## config.mk

```make
export PLATFORM = sky130hd
export DESIGN_NAME = clk_div_meter
export DESIGN_NICKNAME = d
export VERILOG_FILES = /design/src/rtl/clk_div_meter.sv
export SDC_FILE = /design/constraint.sdc
export NUM_CORES = 1
export LEC_CHECK = 0
export ABC_CLOCK_PERIOD_IN_PS = 2100
export CAP_MARGIN = 20
export CORE_ASPECT_RATIO = 1.4
export CORE_MARGIN = 2
export CORE_UTILIZATION = 35
export CTS_CLUSTER_DIAMETER = 200
export CTS_CLUSTER_SIZE = 16
export DETAILED_ROUTE_END_ITERATION = 8
export SYNTH_ARGS = -nofsm -noshare
export SYNTH_HDL_FRONTEND = slang
export SYNTH_SLANG_ARGS = --single-unit
```

## constraint.sdc

```tcl
create_clock -name clk_in -period 2.1 [get_ports clk_in]
set_input_delay 0.21 -clock clk_in [delete_from_list [all_inputs] [get_ports clk_in]]
set_output_delay 0.21 -clock clk_in [all_outputs]
set_load 0.01 [all_outputs]
```

## src/rtl/clk_div_meter.sv

```systemverilog
// clk_div_meter: measures the period and high time of a slow signal (typically
// a divider output) sampled in the clk_in domain, and recovers the divide
// setting as period/2.
//
// Optional feature macro: CLK_DIV_METER_AVG4_EN
//   When defined, period/high_time are averages over 4 consecutive periods and
//   valid pulses once per group of 4.
//
// Ports:
//   clk_in      measurement clock (rising edge)
//   rst_n       asynchronous active-low reset
//   sig_in      signal to measure, asynchronous to clk_in
//   start       1-cycle pulse, arms a measurement from IDLE
//   continuous  1 = re-arm automatically after each result
//   busy        high whenever the FSM is not IDLE
//   valid       1-cycle pulse, result outputs updated this cycle
//   period      clk_in cycles between consecutive sig_in rising edges
//   high_time   clk_in cycles sig_in was sampled high within that period
//   div_est     period>>1, saturating at 255
//   timeout     sticky, no edge seen for 2^CNT_W-1 cycles
module clk_div_meter #(
    parameter int unsigned CNT_W       = 16,
    parameter int unsigned SYNC_STAGES = 2
) (
    input  logic             clk_in,
    input  logic             rst_n,
    input  logic             sig_in,
    input  logic             start,
    input  logic             continuous,
    output logic             busy,
    output logic             valid,
    output logic [CNT_W-1:0] period,
    output logic [CNT_W-1:0] high_time,
    output logic [7:0]       div_est,
    output logic             timeout
);

    localparam logic [1:0] IDLE = 2'd0;
    localparam logic [1:0] ARM  = 2'd1;
    localparam logic [1:0] MEAS = 2'd2;

    // Last count before the counter would reach 2^CNT_W-1.
    localparam logic [CNT_W-1:0] CNT_LAST = {{(CNT_W-1){1'b1}}, 1'b0};
    localparam logic [CNT_W-1:0] CNT_ONE  = CNT_W'(1);

    logic [1:0]             state, state_nxt;
    logic [SYNC_STAGES-1:0] sync_q;
    logic                   s, s_d, rise;
    logic [CNT_W-1:0]       cnt, cnt_nxt;
    logic [CNT_W-1:0]       hcnt, hcnt_nxt;
    logic [CNT_W-1:0]       period_nxt, high_time_nxt;
    logic [7:0]             div_est_nxt;
    logic                   valid_nxt, timeout_nxt, busy_nxt;
    logic                   res_load;
    logic [CNT_W-1:0]       res_p, res_h;
    logic [31:0]            half;

`ifdef CLK_DIV_METER_AVG4_EN
    logic [CNT_W+1:0]       psum, psum_nxt, hsum, hsum_nxt;
    logic [CNT_W+1:0]       psum_add, hsum_add;
    logic [1:0]             grp, grp_nxt;
`endif

    assign s    = sync_q[SYNC_STAGES-1];
    assign rise = s & ~s_d;

    // Next-state and next-output logic.
    always_comb begin
        state_nxt     = state;
        cnt_nxt       = cnt;
        hcnt_nxt      = hcnt;
        period_nxt    = period;
        high_time_nxt = high_time;
        div_est_nxt   = div_est;
        valid_nxt     = 1'b0;
        timeout_nxt   = timeout;
        res_load      = 1'b0;
        res_p         = cnt;
        res_h         = hcnt;
        half          = 32'd0;
`ifdef CLK_DIV_METER_AVG4_EN
        psum_nxt      = psum;
        hsum_nxt      = hsum;
        grp_nxt       = grp;
        psum_add      = psum + {2'b00, cnt};
        hsum_add      = hsum + {2'b00, hcnt};
`endif

        case (state)
            IDLE: begin
                if (start) begin
                    state_nxt   = ARM;
                    cnt_nxt     = '0;
                    timeout_nxt = 1'b0;
                end
            end
            ARM: begin
                if (rise) begin
                    state_nxt = MEAS;
                    cnt_nxt   = CNT_ONE;
                    hcnt_nxt  = CNT_ONE;
`ifdef CLK_DIV_METER_AVG4_EN
                    psum_nxt  = '0;
                    hsum_nxt  = '0;
                    grp_nxt   = 2'd0;
`endif
                end else begin
                    cnt_nxt = cnt + CNT_ONE;
                    if (cnt == CNT_LAST) begin
                        state_nxt   = IDLE;
                        timeout_nxt = 1'b1;
                    end
                end
            end
            MEAS: begin
                if (rise) begin
                    cnt_nxt  = CNT_ONE;
                    hcnt_nxt = CNT_ONE;
`ifdef CLK_DIV_METER_AVG4_EN
                    // Accumulate; report and re-evaluate continuous only at group end.
                    if (grp == 2'd3) begin
                        res_load = 1'b1;
                        res_p    = psum_add[CNT_W+1:2];
                        res_h    = hsum_add[CNT_W+1:2];
                        psum_nxt = '0;
                        hsum_nxt = '0;
                        grp_nxt  = 2'd0;
                        if (!continuous) state_nxt = IDLE;
                    end else begin
                        psum_nxt = psum_add;
                        hsum_nxt = hsum_add;
                        grp_nxt  = grp + 2'd1;
                    end
`else
                    res_load = 1'b1;
                    if (!continuous) state_nxt = IDLE;
`endif
                end else if (cnt == CNT_LAST) begin
                    state_nxt   = IDLE;
                    timeout_nxt = 1'b1;
                end else begin
                    cnt_nxt  = cnt + CNT_ONE;
                    hcnt_nxt = hcnt + CNT_W'(s);
                end
            end
            default: state_nxt = IDLE;
        endcase

        if (res_load) begin
            period_nxt    = res_p;
            high_time_nxt = res_h;
            half          = 32'(res_p) >> 1;
            div_est_nxt   = (half > 32'd255) ? 8'hFF : half[7:0];
            valid_nxt     = 1'b1;
        end

        busy_nxt = (state_nxt != IDLE);
    end

    // State and registered outputs.
    always_ff @(posedge clk_in or negedge rst_n) begin
        if (!rst_n) begin
            state     <= IDLE;
            sync_q    <= '0;
            s_d       <= 1'b0;
            cnt       <= '0;
            hcnt      <= '0;
            period    <= '0;
            high_time <= '0;
            div_est   <= 8'd0;
            valid     <= 1'b0;
            timeout   <= 1'b0;
            busy      <= 1'b0;
`ifdef CLK_DIV_METER_AVG4_EN
            psum      <= '0;
            hsum      <= '0;
            grp       <= 2'd0;
`endif
        end else begin
            state     <= state_nxt;
            sync_q    <= {sync_q[SYNC_STAGES-2:0], sig_in};
            s_d       <= s;
            cnt       <= cnt_nxt;
            hcnt      <= hcnt_nxt;
            period    <= period_nxt;
            high_time <= high_time_nxt;
            div_est   <= div_est_nxt;
            valid     <= valid_nxt;
            timeout   <= timeout_nxt;
            busy      <= busy_nxt;
`ifdef CLK_DIV_METER_AVG4_EN
            psum      <= psum_nxt;
            hsum      <= hsum_nxt;
            grp       <= grp_nxt;
`endif
        end
    end

endmodule
```

==> impl_summary.log, run 1 <==
[report] implementation figures
[metrics] non-clock inverter instance count of the final layout: 6
[metrics] number of fillers in the final layout: 1061
[metrics] Worst EP arrival: 2.25 ns
[metrics] Clock Power: 1.51 mW
[metrics] height of the die: 129 um
[metrics] number of buffers on the longest clock path: 2
[metrics] Most common reg cell: dfrtp_1
[metrics] fraction of layout instances using a drive strength above 1: 13.1%
[metrics] Mux area share: 0.773%
[metrics] crit path kind: flip-flop to flip-flop
[metrics] pwr/cell area: 908 nW/um^2
[metrics] # nets final: 506
[metrics] number of max-slew violations in the final report: 0
[metrics] number of warnings reported in the yosys synthesis log: 0
[metrics] post-route clock skew: 0.00936 ns
[metrics] total number of warnings across the stage logs: 31
[metrics] Combinational Power Share: 28.3%
[metrics] result of the run: finished, final reports clean
[metrics] standard cell core area: 10800 sq um
[metrics] flip-flop and latch count after synthesis: 80
[metrics] iteration-0 DRC count of the detailed router: 142
==> run 1: synth_stat cells, types with 2 or more instances <==
master / count
clkbuf_1: 7
clkbuf_2: 2
o311ai_0: 4
ha_1: 9
or4_1: 3
and2_1: 2
a21oi_1: 10
and4_1: 4
nor2_1: 18
or3_1: 4
a31oi_1: 5
nor2b_1: 4
nand2b_1: 7
o221ai_1: 2
a41oi_1: 2
o31ai_1: 14
o21ai_0: 27
buf_2: 7
nand4_1: 7
nor3_1: 4
xnor2_1: 3
mux2i_1: 3
a311oi_1: 2
nand2_1: 125
nor4_1: 3
a211o_1: 2
a2111oi_0: 2
and3_1: 7
or2_2: 2
inv_1: 6
dfrtp_1: 80
nand3_1: 29
run_1/final_congestion.png
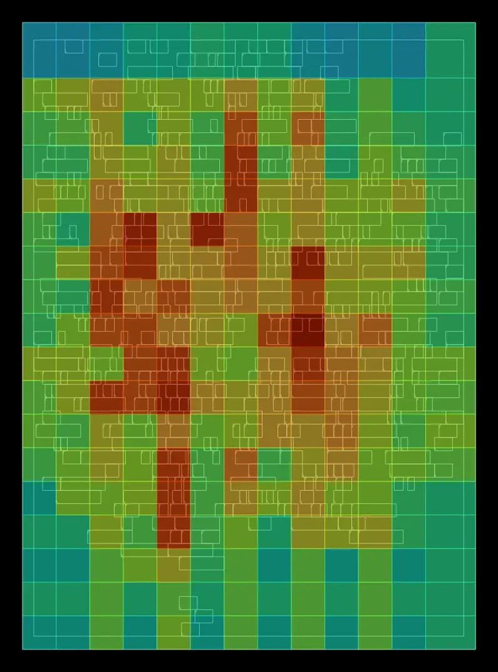
met2 GRT Util: 32.0%
overall global routing resource usage: 17.9%
M1 GR Usage: 20.5%
WL/cell: 15.8 um
layer with the highest usage after global routing: met2

run_1/met3.png
Bar = 20 um.
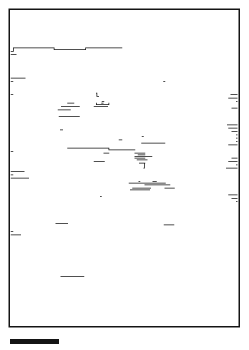
longest straight run: 16.8 um
nets with wire on the layer: 50
Detailed Route WL: 10100 um
met3 Track Usage GR: 2.75%
via total after detailed routing: 3433

run_1/gate_families.png
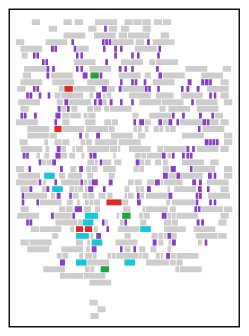
legend:
  green:
    family: multiplexers
    cells: 3
    most_used: mux2i_1
  cyan:
    family: adder and majority cells
    cells: 9
    most_used: ha_1
  red:
    family: AND-OR and OR-AND gates
    cells: 5
    most_used: a211o_1
  purple:
    family: NAND gates
    cells: 170
    most_used: nand2_1
multi-input gate share of the layout cell area: 35.8%
highest-count logic cell in the final layout: nand2_1
final cell count without fillers: 638

run_1/met2.png
Cells faint in the background.
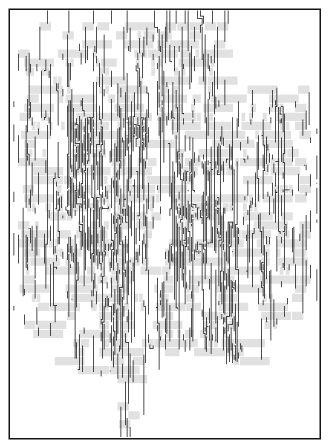
wire length on this layer: 5290 um
main direction: vertical
share of all routed wire: 52%
nets with wire on the layer: 424

run_1/registers.png
Other sequential cells in the stronger gray, the rest of the logic in the fainter gray.
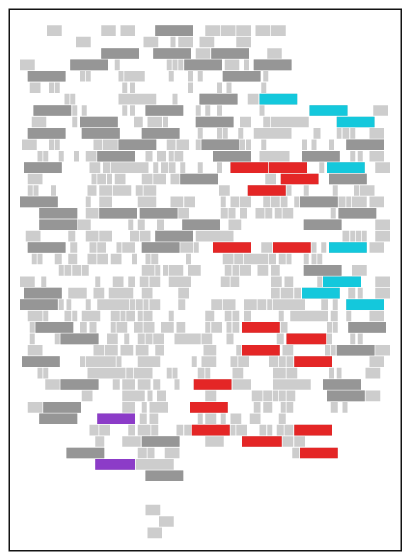

==> run 2, diff against run 1 <==
--- a/config.mk
+++ b/config.mk
@@ -8,11 +8,11 @@
 export ABC_CLOCK_PERIOD_IN_PS = 2100
 export CAP_MARGIN = 20
 export CORE_ASPECT_RATIO = 1.4
-export CORE_MARGIN = 2
 export CORE_UTILIZATION = 35
 export CTS_CLUSTER_DIAMETER = 200
 export CTS_CLUSTER_SIZE = 16
 export DETAILED_ROUTE_END_ITERATION = 8
+export PLACE_DENSITY_LB_ADDON = 0.15
 export SYNTH_ARGS = -nofsm -noshare
 export SYNTH_HDL_FRONTEND = slang
 export SYNTH_SLANG_ARGS = --single-unit
run_2/registers.png
Other sequential cells in the stronger gray, the rest of the logic in the fainter gray.
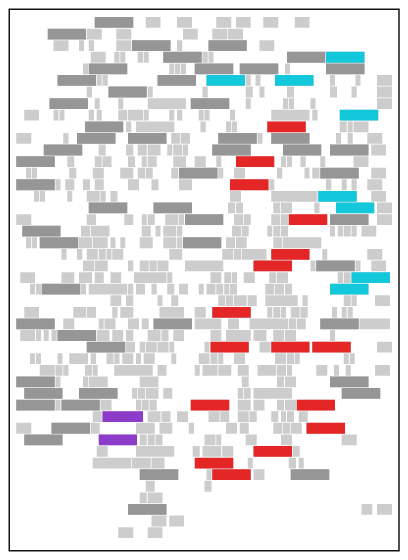
legend:
  red:
    netlist_name: `cnt`
    placed_flops: 16
  cyan:
    netlist_name: `div_est`
    placed_flops: 8
  purple:
    netlist_name: `state`
    placed_flops: 2
not colored: 54
sequential portion of the cell area: 39.8%
share of the core filled with cells in the final layout: 46.5%
Register Area: 2000 sq um
sequential power: 1.74 mW

==> impl_summary.log, run 2 <==
[report] implementation figures
[metrics] CTS H-tree depth: 3
[metrics] highest-count logic cell in the final layout: nand2_1
[metrics] summed standard-cell area reported by yosys: 3890 sq um
[metrics] data required time of the critical path: 2.34 ns
[metrics] cell with the largest stage delay on the worst path: dfrtp_1
[metrics] Most common reg cell: dfrtp_1
[metrics] final critical-path required period: 1.97 ns
[metrics] top cell type by instance count after synthesis: nand2_1
[metrics] crit path kind: flip-flop to flip-flop
[metrics] # port buffers: 47
[metrics] iteration-0 DRC count of the detailed router: 115
[metrics] # rows: 45
[metrics] via total after detailed routing: 3402
[metrics] least setup slack across all paths after layout: 0.131 ns
[metrics] Clock Power: 1.59 mW
[metrics] fraction of layout instances using a drive strength above 1: 12.4%
[metrics] post-route clock skew: 0.00829 ns
[metrics] flip-flop and latch count after synthesis: 80
[metrics] met3 Track Usage GR: 3.24%
[metrics] Detailed Route WL: 10300 um
[metrics] remaining global-route overflow: 0
[metrics] Worst EP arrival: 2.21 ns
[metrics] non-clock inverter instance count of the final layout: 6
[metrics] standard cell core area: 10800 sq um
[metrics] layer with the highest usage after global routing: met2
[metrics] Mapped Area: 3890 sq um
[metrics] result of the run: finished, final reports clean
[metrics] post-synthesis net count: 437
[metrics] met2 GRT Util: 34.0%
[metrics] M1 GR Usage: 22.2%
[metrics] number of enable flip-flop cells: 0
[metrics] number of max-slew violations in the final report: 0
[metrics] power group with the highest consumption: sequential cells
[metrics] Late-Pin Clk Latency: 0.34 ns
[metrics] Total Negative Setup Slacks: 0 ns
[metrics] overall global routing resource usage: 19.1%
[metrics] number of buffers on the longest clock path: 2
[metrics] pwr/cell area: 919 nW/um^2
[metrics] I/O pins: 48
[metrics] number of fillers in the final layout: 1070
[metrics] # nets final: 509
[metrics] height of the die: 127 um
[metrics] total number of warnings across the stage logs: 31
[metrics] number of warnings reported in the yosys synthesis log: 0
[metrics] Combinational Power Share: 27.9%
[metrics] top cells by count, synth: 125 x nand2_1, 80 x dfrtp_1, 29 x nand3_1
[metrics] WL/cell: 16.0 um
run_2/gate_families.png
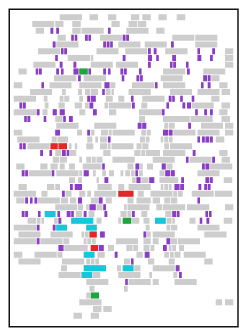
legend:
  cyan:
    family: adder and majority cells
    cells: 9
    most_used: ha_1
  green:
    family: multiplexers
    cells: 3
    most_used: mux2i_1
  purple:
    family: NAND gates
    cells: 170
    most_used: nand2_1
  red:
    family: AND-OR and OR-AND gates
    cells: 5
    most_used: a211o_1
multi-input gate share of the layout cell area: 35.8%
final cell count without fillers: 641

-- run 2: what timing repair did --
item                                    4_1_cts  5_1_grt
pin swaps                                     0        1
resized                                       1        6
buffers inserted                              0        1
endpoints found under the setup margin        2       10
hold buffers                                  1        0
endpoints found under the hold margin        35        0
-- run 2: logic make-up after synthesis --
kind of cell / share of synthesized area, %
compound gates: 14.3
xor+xnor: 0.676
fa+ha+maj: 2.90
buf+inv: 2.99
flops: 51.5
mux: 0.773
simple gates: 26.9
-- run 2: critical path: cells and delay by family (launching register included) --
| kind | cells | cell delay [ns] |
|---|---|---|
| DFF | 1 | 0.37 |
| buffers and inverters | 1 | 0.09 |
| and+or+nand+nor | 3 | 0.78 |
| adders and majority gates | 1 | 0.14 |
| AOI/OAI and AO/OA | 2 | 0.48 |
Power is estimated from default activity; no workload was simulated.
